`src/rtl/fact_arb_pkg.sv`:
```
// fact_arb_pkg: shared definitions for the factorial-engine arbiter.
//   state_t     : arbiter FSM state encoding (IDLE, START, BUSY, RESP)
//   NW_DEF      : default operand width
//   DW_DEF      : default result width
//   FACT_MAX_N  : largest operand whose factorial fits in 32 bits
package fact_arb_pkg;

  typedef enum logic [1:0] {
    IDLE  = 2'd0,
    START = 2'd1,
    BUSY  = 2'd2,
    RESP  = 2'd3
  } state_t;

  localparam int NW_DEF     = 4;
  localparam int DW_DEF     = 32;
  localparam int FACT_MAX_N = 12;

endpackage

```
`src/rtl/fact_arbiter_rr_pick2.sv`:
```
// rr_pick2: combinational two-way round-robin picker.
//   req0, req1 : request levels
//   last       : port that owned the resource most recently
//   valid      : at least one request present
//   winner     : chosen port (0 or 1); meaningful only when valid
module rr_pick2
  import fact_arb_pkg::*;
(
  input  logic req0,
  input  logic req1,
  input  logic last,
  output logic valid,
  output logic winner
);

  always_comb begin
    valid  = req0 | req1;
    winner = req1;
    // On a tie the port that did not go last wins, so neither can starve.
    if (req0 && req1) begin
      winner = ~last;
    end
  end

endmodule

```
`src/rtl/fact_arbiter.sv`:
```
// fact_arbiter: shares one factorial engine between two requesters.
//   Clk, Rst            : clock (rising edge), asynchronous active-high reset
//   req0/1, n0/1        : request level and operand per port
//   gnt0/1              : port owns the engine (START..RESP)
//   done0/1             : one-cycle completion pulse per port
//   err0/1, result0/1   : per-port status/result, held until that port's next done
//   eng_go, eng_n       : start pulse and latched operand to the engine
//   eng_done, eng_err, eng_result : engine completion and its outputs
//   busy                : arbiter is not IDLE
// Optional build macro FACT_ARB_TIMEOUT_EN adds a BUSY watchdog of TIMEOUT
// cycles that aborts the job with err=1, result=0.
module fact_arbiter
  import fact_arb_pkg::*;
#(
  parameter int NW      = NW_DEF,
  parameter int DW      = DW_DEF,
  parameter int TIMEOUT = 64
) (
  input  logic          Clk,
  input  logic          Rst,
  input  logic          req0,
  input  logic [NW-1:0] n0,
  output logic          gnt0,
  output logic          done0,
  output logic          err0,
  output logic [DW-1:0] result0,
  input  logic          req1,
  input  logic [NW-1:0] n1,
  output logic          gnt1,
  output logic          done1,
  output logic          err1,
  output logic [DW-1:0] result1,
  output logic          eng_go,
  output logic [NW-1:0] eng_n,
  input  logic          eng_done,
  input  logic          eng_err,
  input  logic [DW-1:0] eng_result,
  output logic          busy
);

  state_t state, state_next;
  logic   owner;
  logic   last;
  logic   pick_valid, pick_winner;
  logic   cap_job, cap_resp, abort;

  rr_pick2 u_pick (
    .req0   (req0),
    .req1   (req1),
    .last   (last),
    .valid  (pick_valid),
    .winner (pick_winner)
  );

`ifdef FACT_ARB_TIMEOUT_EN
  localparam int CW = $clog2(TIMEOUT + 1);
  logic [CW-1:0] wd_cnt;
  logic          wd_hit;

  // Held at zero outside BUSY, so it starts from zero on every BUSY entry.
  always_ff @(posedge Clk or posedge Rst) begin
    if (Rst) begin
      wd_cnt <= '0;
    end else if (state != BUSY) begin
      wd_cnt <= '0;
    end else begin
      wd_cnt <= wd_cnt + CW'(1);
    end
  end

  assign wd_hit = (wd_cnt == CW'(TIMEOUT - 1));
`else
  logic timeout_unused;
  assign timeout_unused = (TIMEOUT > 0);
`endif

  always_comb begin
    state_next = state;
    cap_job    = 1'b0;
    cap_resp   = 1'b0;
    abort      = 1'b0;
    case (state)
      IDLE: begin
        if (pick_valid) begin
          state_next = START;
          cap_job    = 1'b1;
        end
      end
      START: state_next = BUSY;
      BUSY: begin
        // eng_done outside BUSY is ignored simply by not looking at it.
        if (eng_done) begin
          state_next = RESP;
          cap_resp   = 1'b1;
        end
`ifdef FACT_ARB_TIMEOUT_EN
        else if (wd_hit) begin
          state_next = RESP;
          abort      = 1'b1;
        end
`endif
      end
      RESP:    state_next = IDLE;
      default: state_next = IDLE;
    endcase
  end

  always_ff @(posedge Clk or posedge Rst) begin
    if (Rst) begin
      state   <= IDLE;
      owner   <= 1'b0;
      last    <= 1'b1;
      eng_n   <= '0;
      result0 <= '0;
      result1 <= '0;
      err0    <= 1'b0;
      err1    <= 1'b0;
    end else begin
      state <= state_next;
      if (cap_job) begin
        owner <= pick_winner;
        last  <= pick_winner;
        eng_n <= pick_winner ? n1 : n0;
      end
      if (cap_resp || abort) begin
        if (owner) begin
          result1 <= cap_resp ? eng_result : '0;
          err1    <= abort | eng_err;
        end else begin
          result0 <= cap_resp ? eng_result : '0;
          err0    <= abort | eng_err;
        end
      end
    end
  end

  assign busy   = (state != IDLE);
  assign eng_go = (state == START);
  assign gnt0   = busy & ~owner;
  assign gnt1   = busy & owner;
  assign done0  = (state == RESP) & ~owner;
  assign done1  = (state == RESP) & owner;

endmodule

```
`config.mk`:
```
export PLATFORM = sky130hd
export DESIGN_NAME = fact_arbiter
export DESIGN_NICKNAME = d
export VERILOG_FILES = /design/src/rtl/fact_arb_pkg.sv /design/src/rtl/fact_arbiter_rr_pick2.sv /design/src/rtl/fact_arbiter.sv
export SDC_FILE = /design/constraint.sdc
export NUM_CORES = 1
export LEC_CHECK = 0
export CORE_ASPECT_RATIO = 0.8
export CORE_MARGIN = 10
export CORE_UTILIZATION = 38
export DETAILED_ROUTE_END_ITERATION = 16
export PLACE_DENSITY = 0.74
export REMOVE_ABC_BUFFERS = 1
export SLEW_MARGIN = 15
export SYNTH_ARGS = -nofsm -noshare
export SYNTH_HDL_FRONTEND = slang
export SYNTH_SLANG_ARGS = --single-unit
```
`constraint.sdc`:
```
create_clock -name Clk -period 1.94 [get_ports Clk]
set_input_delay 0.194 -clock Clk [delete_from_list [all_inputs] [get_ports Clk]]
set_output_delay 0.194 -clock Clk [all_outputs]
set_load 0.03 [all_outputs]
```
Figure 1. Metal layers overlaid (run 1).
The bar under the picture is 20 µm long.
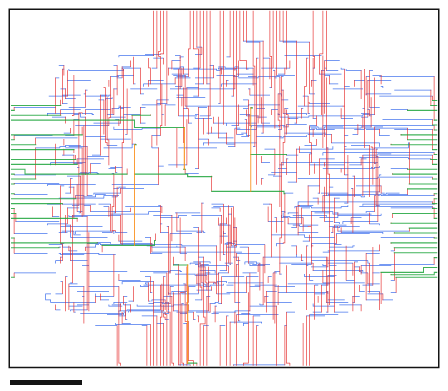
Key: M4 = orange [wire length 89.8 µm]; M1 = blue [wire length 3060 µm]; M3 = green [wire length 584 µm]; M2 = red [wire length 3650 µm]
Routed WL per cell: 17.3 µm
all-layer global routing usage: 12.6%
final routed wirelength across all metal layers: 7380 µm

Figure 2. Logic cells by family (run 1).
The bar under the picture is 20 µm long.
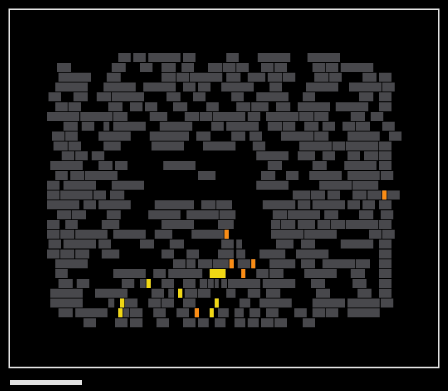
Key: nor cells = yellow [cells 7, where south]; inv cells = orange [cells 6]
non-filler cells in the finished layout: 426
dominant logic cell type in the layout: sky130_fd_sc_hd__clkdlybuf4s50_1
Comb/total area: 22.1%

==> notes.md <==
Implementation results

The total instance count after detailed placement is between 400 and 500. The last timing report of the flow puts the setup violation total at 0. The routed length on met2 is roughly 3600 µm.

The worst register-to-register path ends at state[1]. The yosys cell count is 187. The number of rows in the core area is 28.

The clock drives approximately 74 sinks. The async set-or-reset flop fraction in the synthesized netlist is 100%. The clock passes through at most 2 buffers. The antenna diode count is 0. For this run, design rule violations remaining after detail routing come to 0.

Looking at the clock tree report, the H-tree level count equals 3. The via count of the first global-routing pass was around 2.2k. Across the run, the number of max-cap violations was 0.

STA puts the critical path data arrival time at about 1.6 ns. In this run the clock root is driven by a sky130_fd_sc_hd__clkbuf_8. In this run, synthesis inferred 0 flip-flops with an integrated enable.

OpenROAD reports that the post-layout worst path occupies 94.3% of the period. The area growth from synthesis to layout is 53.2%. For this design, the CTS-stage hold fixing added 0 buffers. Summing the sequential cell areas from Yosys gives a little over three fifths of the chip area. Per the summary, power density relative to cell area is a little under 2000 mW/mm². The worst setup skew after layout is a little over 0.005 ns. The overflow left after global routing is 0. Per the cell usage report, the commonest logic cells after layout are sky130_fd_sc_hd__clkdlybuf4s50_1, sky130_fd_sc_hd__dfrtp_1, sky130_fd_sc_hd__mux2_2. The share of the core area taken by cells at floorplan is about two fifths.

The area fraction of the dominant cell type after synthesis is 61.8%. The final critical delay including setup and external delays is about 1.8 ns. In the synthesized netlist the dominant register cell turns out to be sky130_fd_sc_hd__dfrtp_1. The worst-case setup margin in the final layout is 0.111 ns. The CTS tree is built. The clock latency on the worst-skew pair is 0.34 ns. The routed length on met3 is 583 µm.

The timing report attributes the biggest portion of critical-path delay to buffers and inverters. The count of nets left with antenna violations once routing finished came out at 0. The TritonCTS buffer count is 9.

The slew at the pin with the worst max-slew slack is between 0.3 and 0.4 ns. In the synthesized netlist, mux cells make up 26.9% of the area. Setup repair after global routing left no endpoint under its margin. The synthesized instance count is roughly 190.

The delay of the slowest cell on the worst path is about 0.40 ns. The post-synthesis share of cell area spent on and, or, nand and nor gates is 2.54%. The final max-slew violation count recorded for this run is 0. Per STA, the endpoint of the critical path is gnt1.

The worst slew margin relative to its limit is roughly 74%. The met1 layer wirelength in the final routing is 3060 µm. The leakage power summed over all cells is between 1.5 and 2 nW. Along the worst path, the maximum fanout reaches 8. The final core area utilization is between 60% and 70%.

Per the post-synthesis stats, the area per cell is between 15 and 20 µm². The worst setup path is launched from a flop. The maximum clock frequency is about 0.55 GHz.

By startpoint and endpoint, the worst setup path is classified as flop to output pin. The routability congestion estimate from global placement is 0.741. The flow ran to the end, and the final reports show no timing, DRC or antenna violations. The synthesized netlist devotes 0% of its cell area to XOR and XNOR gates. The main combinational cell family by area after synthesis is multiplexers. After detailed routing, the number of vias per cell comes to 4.60. The count of yosys warnings during synthesis is 0. The number of vias after detailed routing is 1959.
Figure 3. Placement by cell class (run 1).
The bar under the picture is 20 µm long. Fill, decap, tap and diode cells in grey.
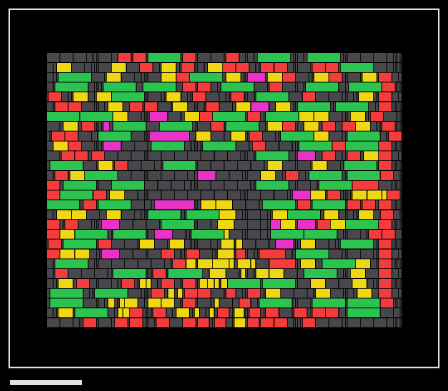
Key: remaining logic cells = yellow [cells 105]; sequential cells = green [cells 74]; remaining buffers and delay cells = red [cells 126]; clock drivers and dummy loads = magenta [cells 16]
post-layout instance area: 0.00453 mm²
area of the core region: 0.00750 mm²

run 1: sequential cells by signal, summed over array words and instances (netlist names):
signal   cells
eng_n        4
err0         1
err1         1
last         1
owner        1
result0     32
result1     32
state        2
run 1: report_power, final:
group	internal, mW	switching [mW]	total (mW)	leakage [nW]
clock network	0.828	0.552	1.38	0.119
logic	2.17	2.57	4.74	0.952
registers	2.34	0.402	2.74	0.882
total	5.34	3.53	8.86	1.95
run 1: final cells by class:
class	count	area, µm²
timing repair buffer	126	1280
sequential	74	1850
clock buffer	12	165
inverter	6	22.5
clock inverter	4	72.6
multi-input combinational	99	1000
tap	105	131
fill	660	2970
run 1: per-layer routing:
metal | up-vias | global-route usage, %
li1 | 906 | -
met1 | 972 | 13.9
met2 | 71 | 20.8
met3 | 10 | 5.82
met4 | 0 | 4.59
met5 | - | 0
No activity file was given, so power comes from the tool's default toggle rates.
